## src/rtl/div_iter_pkg.sv

```systemverilog
// Shared types and constants for the iterative RV32M divider.
package div_pkg;

    typedef enum logic [1:0] {
        IDLE,
        CALC,
        FIXUP,
        DONE
    } div_state_t;

    localparam int unsigned DIV_WIDTH = 32;

    localparam logic [DIV_WIDTH-1:0] DIV_ZERO_Q  = '1;
    localparam logic [DIV_WIDTH-1:0] DIV_INT_MIN = {1'b1, {(DIV_WIDTH-1){1'b0}}};

endpackage

```

## src/rtl/div_iter_if.sv

```systemverilog
// go/done request bus between the muldiv issue logic and the divider.
interface div_iter_if #(
    parameter int unsigned WIDTH = 32
) ();

    logic             go;
    logic             kill;
    logic             sign;
    logic [WIDTH-1:0] dividend;
    logic [WIDTH-1:0] divisor;
    logic             busy;
    logic             done;
    logic [WIDTH-1:0] quotient;
    logic [WIDTH-1:0] remainder;

    modport master (
        output go, kill, sign, dividend, divisor,
        input  busy, done, quotient, remainder
    );

    modport slave (
        input  go, kill, sign, dividend, divisor,
        output busy, done, quotient, remainder
    );

endinterface

```

## src/rtl/div_step.sv

```systemverilog
// One radix-2 restoring iteration; kept separate so a radix-4 step can drop in.
module div_step #(
    parameter int unsigned WIDTH = 32
) (
    input  logic [WIDTH-1:0] rem_i,
    input  logic [WIDTH-1:0] q_i,
    input  logic [WIDTH-1:0] divisor_i,
    output logic [WIDTH-1:0] rem_next_o,
    output logic [WIDTH-1:0] q_next_o
);

    logic [WIDTH:0] rem_sh;
    logic [WIDTH:0] diff;

    // The shifted remainder needs WIDTH+1 bits; the extra MSB of diff is the borrow.
    always_comb begin
        rem_sh = {rem_i, q_i[WIDTH-1]};
        diff   = rem_sh - {1'b0, divisor_i};
        if (diff[WIDTH]) begin
            rem_next_o = rem_sh[WIDTH-1:0];
            q_next_o   = {q_i[WIDTH-2:0], 1'b0};
        end else begin
            rem_next_o = diff[WIDTH-1:0];
            q_next_o   = {q_i[WIDTH-2:0], 1'b1};
        end
    end

endmodule

```

## src/rtl/div_iter.sv

```systemverilog
// Iterative restoring divider for DIV/DIVU/REM/REMU with RISC-V special-case results.
module div_iter
    import div_pkg::*;
#(
    parameter int unsigned WIDTH = DIV_WIDTH
) (
    input  logic       clk,
    input  logic       reset_n,
    div_iter_if.slave  bus
);

    localparam int unsigned     CW       = $clog2(WIDTH);
    localparam logic [CW-1:0]   CNT_LAST = CW'(WIDTH - 1);
    localparam logic [WIDTH-1:0] ZERO_Q  = '1;
    localparam logic [WIDTH-1:0] INT_MIN = {1'b1, {(WIDTH-1){1'b0}}};

    div_state_t       state_q, state_d;
    logic [CW-1:0]    cnt_q, cnt_d;
    logic [WIDTH-1:0] rem_q, rem_d;
    logic [WIDTH-1:0] work_q, work_d;
    logic [WIDTH-1:0] dvs_q, dvs_d;
    logic             qneg_q, qneg_d;
    logic             rneg_q, rneg_d;
    logic [WIDTH-1:0] quot_q, quot_d;
    logic [WIDTH-1:0] remd_q, remd_d;

    logic [WIDTH-1:0] dvd_mag;
    logic [WIDTH-1:0] dvs_mag;
    logic [WIDTH-1:0] step_rem;
    logic [WIDTH-1:0] step_q;

    div_step #(.WIDTH(WIDTH)) u_step (
        .rem_i      (rem_q),
        .q_i        (work_q),
        .divisor_i  (dvs_q),
        .rem_next_o (step_rem),
        .q_next_o   (step_q)
    );

    always_comb begin
        dvd_mag = (bus.sign && bus.dividend[WIDTH-1]) ? -bus.dividend : bus.dividend;
        dvs_mag = (bus.sign && bus.divisor[WIDTH-1])  ? -bus.divisor  : bus.divisor;
    end

    always_comb begin
        state_d = state_q;
        cnt_d   = cnt_q;
        rem_d   = rem_q;
        work_d  = work_q;
        dvs_d   = dvs_q;
        qneg_d  = qneg_q;
        rneg_d  = rneg_q;
        quot_d  = quot_q;
        remd_d  = remd_q;

        case (state_q)
            IDLE: begin
                if (bus.go && !bus.kill) begin
                    qneg_d = bus.sign & (bus.dividend[WIDTH-1] ^ bus.divisor[WIDTH-1]);
                    rneg_d = bus.sign & bus.dividend[WIDTH-1];
                    if (bus.divisor == '0) begin
                        quot_d  = ZERO_Q;
                        remd_d  = bus.dividend;
                        state_d = DONE;
                    end else if (bus.sign && bus.dividend == INT_MIN && bus.divisor == '1) begin
                        quot_d  = bus.dividend;
                        remd_d  = '0;
                        state_d = DONE;
                    end else begin
                        work_d  = dvd_mag;
                        rem_d   = '0;
                        dvs_d   = dvs_mag;
                        cnt_d   = CNT_LAST;
                        state_d = CALC;
                    end
                end
            end
            CALC: begin
                if (bus.kill) begin
                    state_d = IDLE;
                end else begin
                    rem_d  = step_rem;
                    work_d = step_q;
                    if (cnt_q == '0) begin
                        state_d = FIXUP;
                    end else begin
                        cnt_d = cnt_q - CW'(1);
                    end
                end
            end
            FIXUP: begin
                if (bus.kill) begin
                    state_d = IDLE;
                end else begin
                    quot_d  = qneg_q ? -work_q : work_q;
                    remd_d  = rneg_q ? -rem_q  : rem_q;
                    state_d = DONE;
                end
            end
            DONE:    state_d = IDLE;
            default: state_d = IDLE;
        endcase
    end

    always_ff @(posedge clk or negedge reset_n) begin
        if (!reset_n) begin
            state_q <= IDLE;
            cnt_q   <= '0;
            rem_q   <= '0;
            work_q  <= '0;
            dvs_q   <= '0;
            qneg_q  <= 1'b0;
            rneg_q  <= 1'b0;
            quot_q  <= '0;
            remd_q  <= '0;
        end else begin
            state_q <= state_d;
            cnt_q   <= cnt_d;
            rem_q   <= rem_d;
            work_q  <= work_d;
            dvs_q   <= dvs_d;
            qneg_q  <= qneg_d;
            rneg_q  <= rneg_d;
            quot_q  <= quot_d;
            remd_q  <= remd_d;
        end
    end

    always_comb begin
        bus.busy      = (state_q == CALC) || (state_q == FIXUP);
        bus.done      = (state_q == DONE);
        bus.quotient  = quot_q;
        bus.remainder = remd_q;
    end

endmodule

```

## src/flat_wrapper.sv

```systemverilog
// flat-port wrapper written by rule: the top's interface ports become plain ports
module div_iter_flat import div_pkg::*;
#(
    parameter int unsigned WIDTH = DIV_WIDTH
)
  (clk, reset_n, bus_go, bus_kill, bus_sign, bus_dividend, bus_divisor, bus_busy, bus_done, bus_quotient, bus_remainder);
  div_iter_if #(.WIDTH(WIDTH)) bus_i ();
  input  logic clk;
  input  logic reset_n;
  input wire logic [$bits(bus_i.go)-1:0] bus_go;
  input wire logic [$bits(bus_i.kill)-1:0] bus_kill;
  input wire logic [$bits(bus_i.sign)-1:0] bus_sign;
  input wire logic [$bits(bus_i.dividend)-1:0] bus_dividend;
  input wire logic [$bits(bus_i.divisor)-1:0] bus_divisor;
  output wire logic [$bits(bus_i.busy)-1:0] bus_busy;
  output wire logic [$bits(bus_i.done)-1:0] bus_done;
  output wire logic [$bits(bus_i.quotient)-1:0] bus_quotient;
  output wire logic [$bits(bus_i.remainder)-1:0] bus_remainder;
  assign bus_i.go = bus_go;
  assign bus_i.kill = bus_kill;
  assign bus_i.sign = bus_sign;
  assign bus_i.dividend = bus_dividend;
  assign bus_i.divisor = bus_divisor;
  assign bus_busy = bus_i.busy;
  assign bus_done = bus_i.done;
  assign bus_quotient = bus_i.quotient;
  assign bus_remainder = bus_i.remainder;
  div_iter #(.WIDTH(WIDTH)) u_core (.clk(clk), .reset_n(reset_n), .bus(bus_i));
endmodule
```

## config.mk

```make
export PLATFORM = sky130hd
export DESIGN_NAME = div_iter_flat
export DESIGN_NICKNAME = d
export VERILOG_FILES = /design/src/rtl/div_iter_pkg.sv /design/src/rtl/div_iter_if.sv /design/src/rtl/div_step.sv /design/src/rtl/div_iter.sv /design/src/flat_wrapper.sv
export SDC_FILE = /design/constraint.sdc
export NUM_CORES = 1
export LEC_CHECK = 0
export ABC_AREA = 1
export CAP_MARGIN = 20
export CORE_ASPECT_RATIO = 0.9
export CORE_MARGIN = 3
export CORE_UTILIZATION = 59
export DETAILED_ROUTE_END_ITERATION = 10
export PLACE_DENSITY = 0.84
export SETUP_SLACK_MARGIN = 0.2
export SYNTH_ARGS = -nofsm -noshare
export SYNTH_HDL_FRONTEND = slang
export SYNTH_SLANG_ARGS = --single-unit
export TNS_END_PERCENT = 1
```

## constraint.sdc

```tcl
create_clock -name clk -period 2.7 [get_ports clk]
set_input_delay 0.54 -clock clk [delete_from_list [all_inputs] [get_ports clk]]
set_output_delay 0.54 -clock clk [all_outputs]
set_load 0.05 [all_outputs]
```

### Close-up of the layout

Bar = 10 um. Window x 107 to 147, y 18 to 58 um. Cells in gray, sequential cells in the stronger gray; small squares are vias.
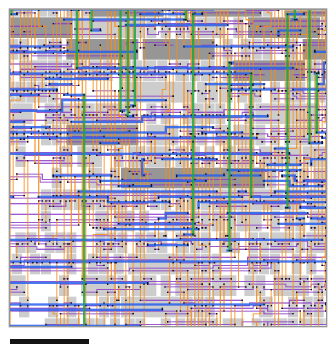
Key: met4 = green; met3 = blue; met2 = orange; met1 = purple
Sequential cells in the window: 8. Netlist names of flops here include u_core.rem_q (8). Most frequent: nand2_1 (86), inv_1 (26), nand3_1 (13). 186 logic cells have their middle in the window.

### Met1 routing

Bar = 50 um. Supply wires on this layer in gray.
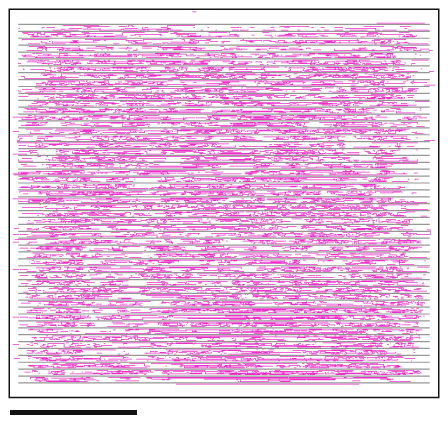
The longest straight run is 85.1 um. The layer holds 41% of the routed length. The wires run mostly horizontal. 2,518 nets have wire on it.

### Gate-type map

Bar = 50 um.
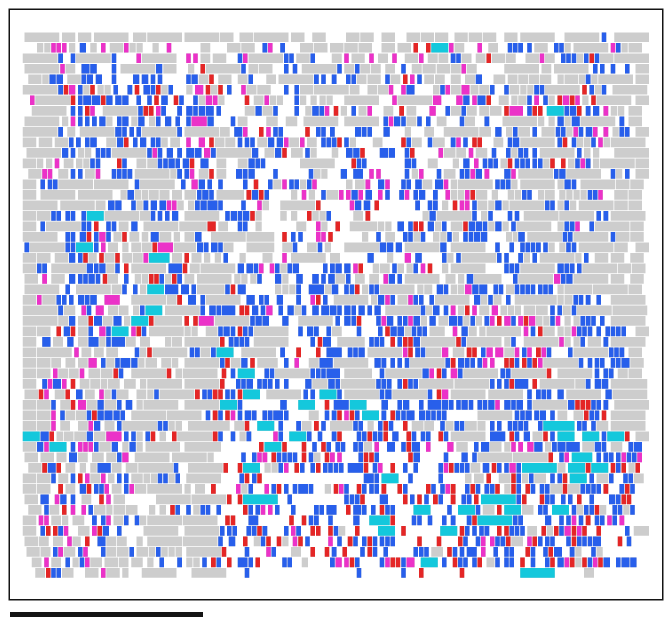
Key: adder and majority cells = cyan [cells 45, most used ha_1]; NAND gates = blue [cells 1,156, most used nand2_1, where widely spread]; inverters = red [cells 302, most used inv_1, where widely spread]; NOR gates = magenta [cells 239, most used nor2_1, where widely spread]

==> run_results.csv <==
group,metric,value,unit
outcome,status,"completed",
placement,portBuffers,134,
floorplanning,io_pins,135,
synth,ys_seq_elements,169,
floorplanning,fp_util,0.613,
synth,mux_share,0,
timing,finalHoldViolCount,0,
synth,adder_share,0.0405,
power,ir_drop,0.844,mV
timing,fin_crit_sh,0.938,
synth,synth_area_leader_cell,"dfrtp_1",
grt,grt_pass1_vias,15800,
synth,ys_warn_count,0,
worst_setup_path,setup.worst_path.start_class,"register",
synth,topCellsByArea,"dfrtp_1, nand2_1, inv_1",
grt,grt_max_degree,63,
synth,synth-edff-count,0,
power,p_leak,9.55,nW
synth,syn_inst,2340,
detailed_routing,ant_nets,0,
worst_setup_path,arrival,2.86,ns
detailed_routing,firstDrtPassIters,6,
floorplanning,die_h,153,um
synth,async_flop_share,1.00,
floorplanning,fp.dieW,169,um
worst_setup_path,critPathCaptureType,"register",
detailed_routing,first_iter_violations,2856,
grt,overflow,0,
cells_and_area,drive_above_1_share,0.111,
synth,flop_cell,"dfrtp_1",
detailed_routing,via_per_inst,5.90,
cells_and_area,syn2layout_area_growth,27.2,%
hold_path,hp-class,"input pin to async pin",
timing,relSlewSlack,0.475,
cells_and_area,fin_area,17900,um^2
cts,clk_latency,0.45,ns
grt,grt_pass1_wl,81500,um
cts,clkTransAtPathRegs,0.07,ns
timing,finClkSkew,0.0143,ns
cts,max-clock-path-buffers,2,
synth,yosys_cells,2340,
job,warnings,34,
worst_setup_path,crit_type,"register to register",
timing,setup_violations,0,
synth,ys_top_cells_by_count,"nand2_1, inv_1, nand3_1",
timing,rsz0062_at_grt,"true",
synth,ys_chip_area,14100,um^2
worst_setup_path,reg2reg_to,"u_core.rem_q[3]",
detailed_routing,route.detailed.drc,0,
placement,gp_congestion,1.03,
worst_setup_path,worstPathMaxFanout,8,
synth,yosysTopAreaCellShare,0.300,
cells_and_area,antenna_cells,0,
floorplanning,row_count,52,
synth,avgSynthCellArea,6.02,um^2
timing,tightest_slew,0.788,ns
detailed_routing,num_vias,17200,
cells_and_area,nFillCells,1736,
cts,cts_root_buffer,"clkbuf_16",
synth,netlist_area,14100,um^2
cts,cts-htree-levels,4,
synth,topCombFamilyByArea,"simple AND/OR/NAND/NOR gates",
synth,top_cell,"nand2_1",
cells_and_area,fin_nets,2726,
worst_setup_path,r2r_slack,0.17,ns
floorplanning,die_area,25800,um^2
cts,clkSinkCount,169,
floorplanning,core,23000,um^2
synth,yosysUniqueCellTypes,40,
synth,yosys.area_share.simple,0.409,
cts,cts_tree,"yes",
placement,hpwlAfterDp,40000,um
power,powerDensity,1250,nW/um^2
worst_setup_path,worst_ep_required_time,3.03,ns
worst_setup_path,worstReg2RegStart,"u_core.dvs_q[0]",
synth,synthAoiAreaFrac,0.109,
timing,timing.fmax,395,MHz
placement,placed_cell_area,16900,um^2
synth,synthesis.nets,2454,
timing,fin_setup_tns,0,ns
cts,cts_hold_buf,0,
detailed_routing,drt-total-wl,52400,um
synth,synthXorXnorAreaFrac,0.0336,
grt,antenna_found_initial,1,
### Congestion heat map

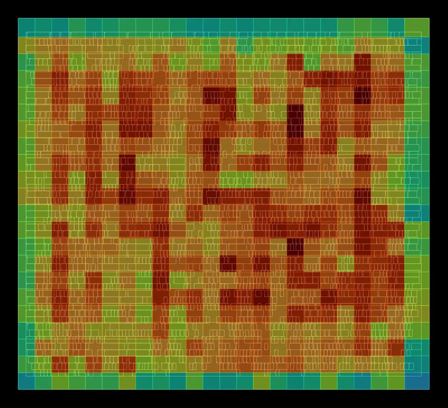
wire per inst: 18.0 um
met3 Use GR: 0.0916
Total GRT Usage: 0.390
global routing's busiest layer: met2
fin util: 0.780

### Signal wires on met3

Bar = 50 um. Cells faint in the background.
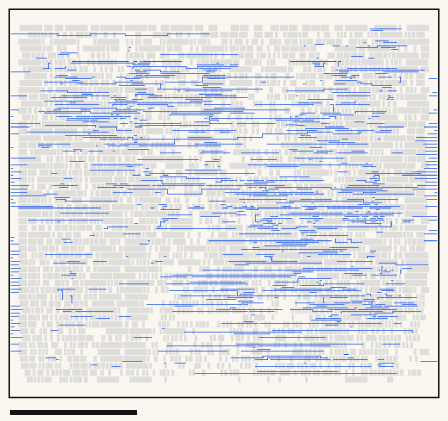
The layer carries 6,590 um of wire. The wires run mostly horizontal. The longest straight run is 79.6 um. 484 nets have wire on it.

sequential cells by signal, indices dropped and copies added (netlist names):
signal	count
u_core.bus.quotient	32
u_core.bus.remainder	32
u_core.dvs_q	32
u_core.rem_q	32
u_core.work_q	32
u_core.cnt_q	5
u_core.state_q	2
u_core.qneg_q	1
u_core.rneg_q	1
cells by family (layout without fill, tap and decap cells):
group,after synthesis,after routing
buf+inv,376,660
simple gates,1403,1403
xor+xnor,54,54
compound gates,293,293
fa+ha+maj,45,45
flops,169,169
timing repair:
| item | CTS | global route |
|---|---|---|
| endpoints found under the setup margin | 76 | 165 |
| gates cloned | 0 | 5 |
| pin swaps | 0 | 12 |
| buffers inserted | 0 | 4 |
| resized | 6 | 57 |
cells in the final DEF (no fill, tap or decap), types with 29 or more instances in the layout:
master / netlist / layout
nand3_1: 212 / 205
inv_1: 297 / 294
xor2_1: 29 / 29
o21ai_0: 166 / 163
nand4_1: 31 / 31
ha_1: 44 / 36
a21oi_1: 84 / 81
clkdlybuf4s50_1: 0 / 132
nand2_1: 895 / 881
nor2_1: 204 / 198
dfrtp_1: 169 / 166
buf_4: 3 / 175
critical path, stage by stage (launching register included):
cell and delay (ns):
dfrtp_1 0.43, ha_4 0.21, fa_2 0.42, inv_2 0.09
nand2_2 0.05, nand2_2 0.09, nand3_2 0.07, nand2_2 0.10
nand2_2 0.07, nand2_4 0.09, nand2_4 0.08, nand2_4 0.08
nand2_2 0.06, nand2_4 0.16, clkbuf_16 0.19, nand2_1 0.06
nand3_1 0.09, nand2_1 0.06
layer usage:
metal | vias to the layer above | GRT usage | share of wire
met3 | 226 | 0.0916 | 0.13
met1 | 7823 | 0.548 | 0.41
li1 | 7956 | - | -
met2 | 1229 | 0.597 | 0.43
met4 | 2 | 0.122 | 0.040
met5 | - | 0 | 0.00015
final cells by class:
type,instances,area (um^2),share of cell area
multi-input cells,1795,8570,0.479
repair buffers,327,3010,0.168
flip-flops and latches,169,4230,0.236
clock inverters,13,155,0.00866
clock buffers,18,429,0.0240
well taps,297,372,0.0207
inverters,302,1140,0.0634
metrics by stage:
step / util / setup slack, ns / power (mW) / cells / hold slack (ns)
final: 0.780 / 0.167 / 22.4 / 2921 / 0.100
after global routing: 0.780 / 0.0420 / 23.9 / 2921 / 0.127
after CTS: 0.764 / 0.152 / 21.0 / 2912 / 0.112
after detailed placement: 0.738 / -0.450 / 18.3 / 2881 / 0.466
after global placement: 0.737 / -0.617 / 17.9 / 2880 / 0.461
after floorplan: - / 0.449 / 13.8 / 2340 / 0.244
power by group:
| part | switching (mW) | internal [mW] |
|---|---|---|
| logic | 10.3 | 5.16 |
| clock network | 1.17 | 1.38 |
| registers | 0.957 | 3.50 |
| total | 12.4 | 10.0 |
worst max path at each step:
stage	from	endpoint	slack, ns	depth (start not counted)
floorplan	u_core.work_q[31]	u_core.rem_q[0]	0.45	18
global route	u_core.rem_q[22]	u_core.rem_q[16]	0.04	14
CTS	u_core.work_q[31]	u_core.rem_q[29]	0.15	18
finish	u_core.dvs_q[0]	u_core.rem_q[3]	0.17	17
global placement	bus_dividend[0]	u_core.rem_q[6]	-0.62	14
detailed placement	bus_dividend[0]	u_core.work_q[17]	-0.45	13
Power figures rest on the tool's default switching activity, not on a simulated workload.
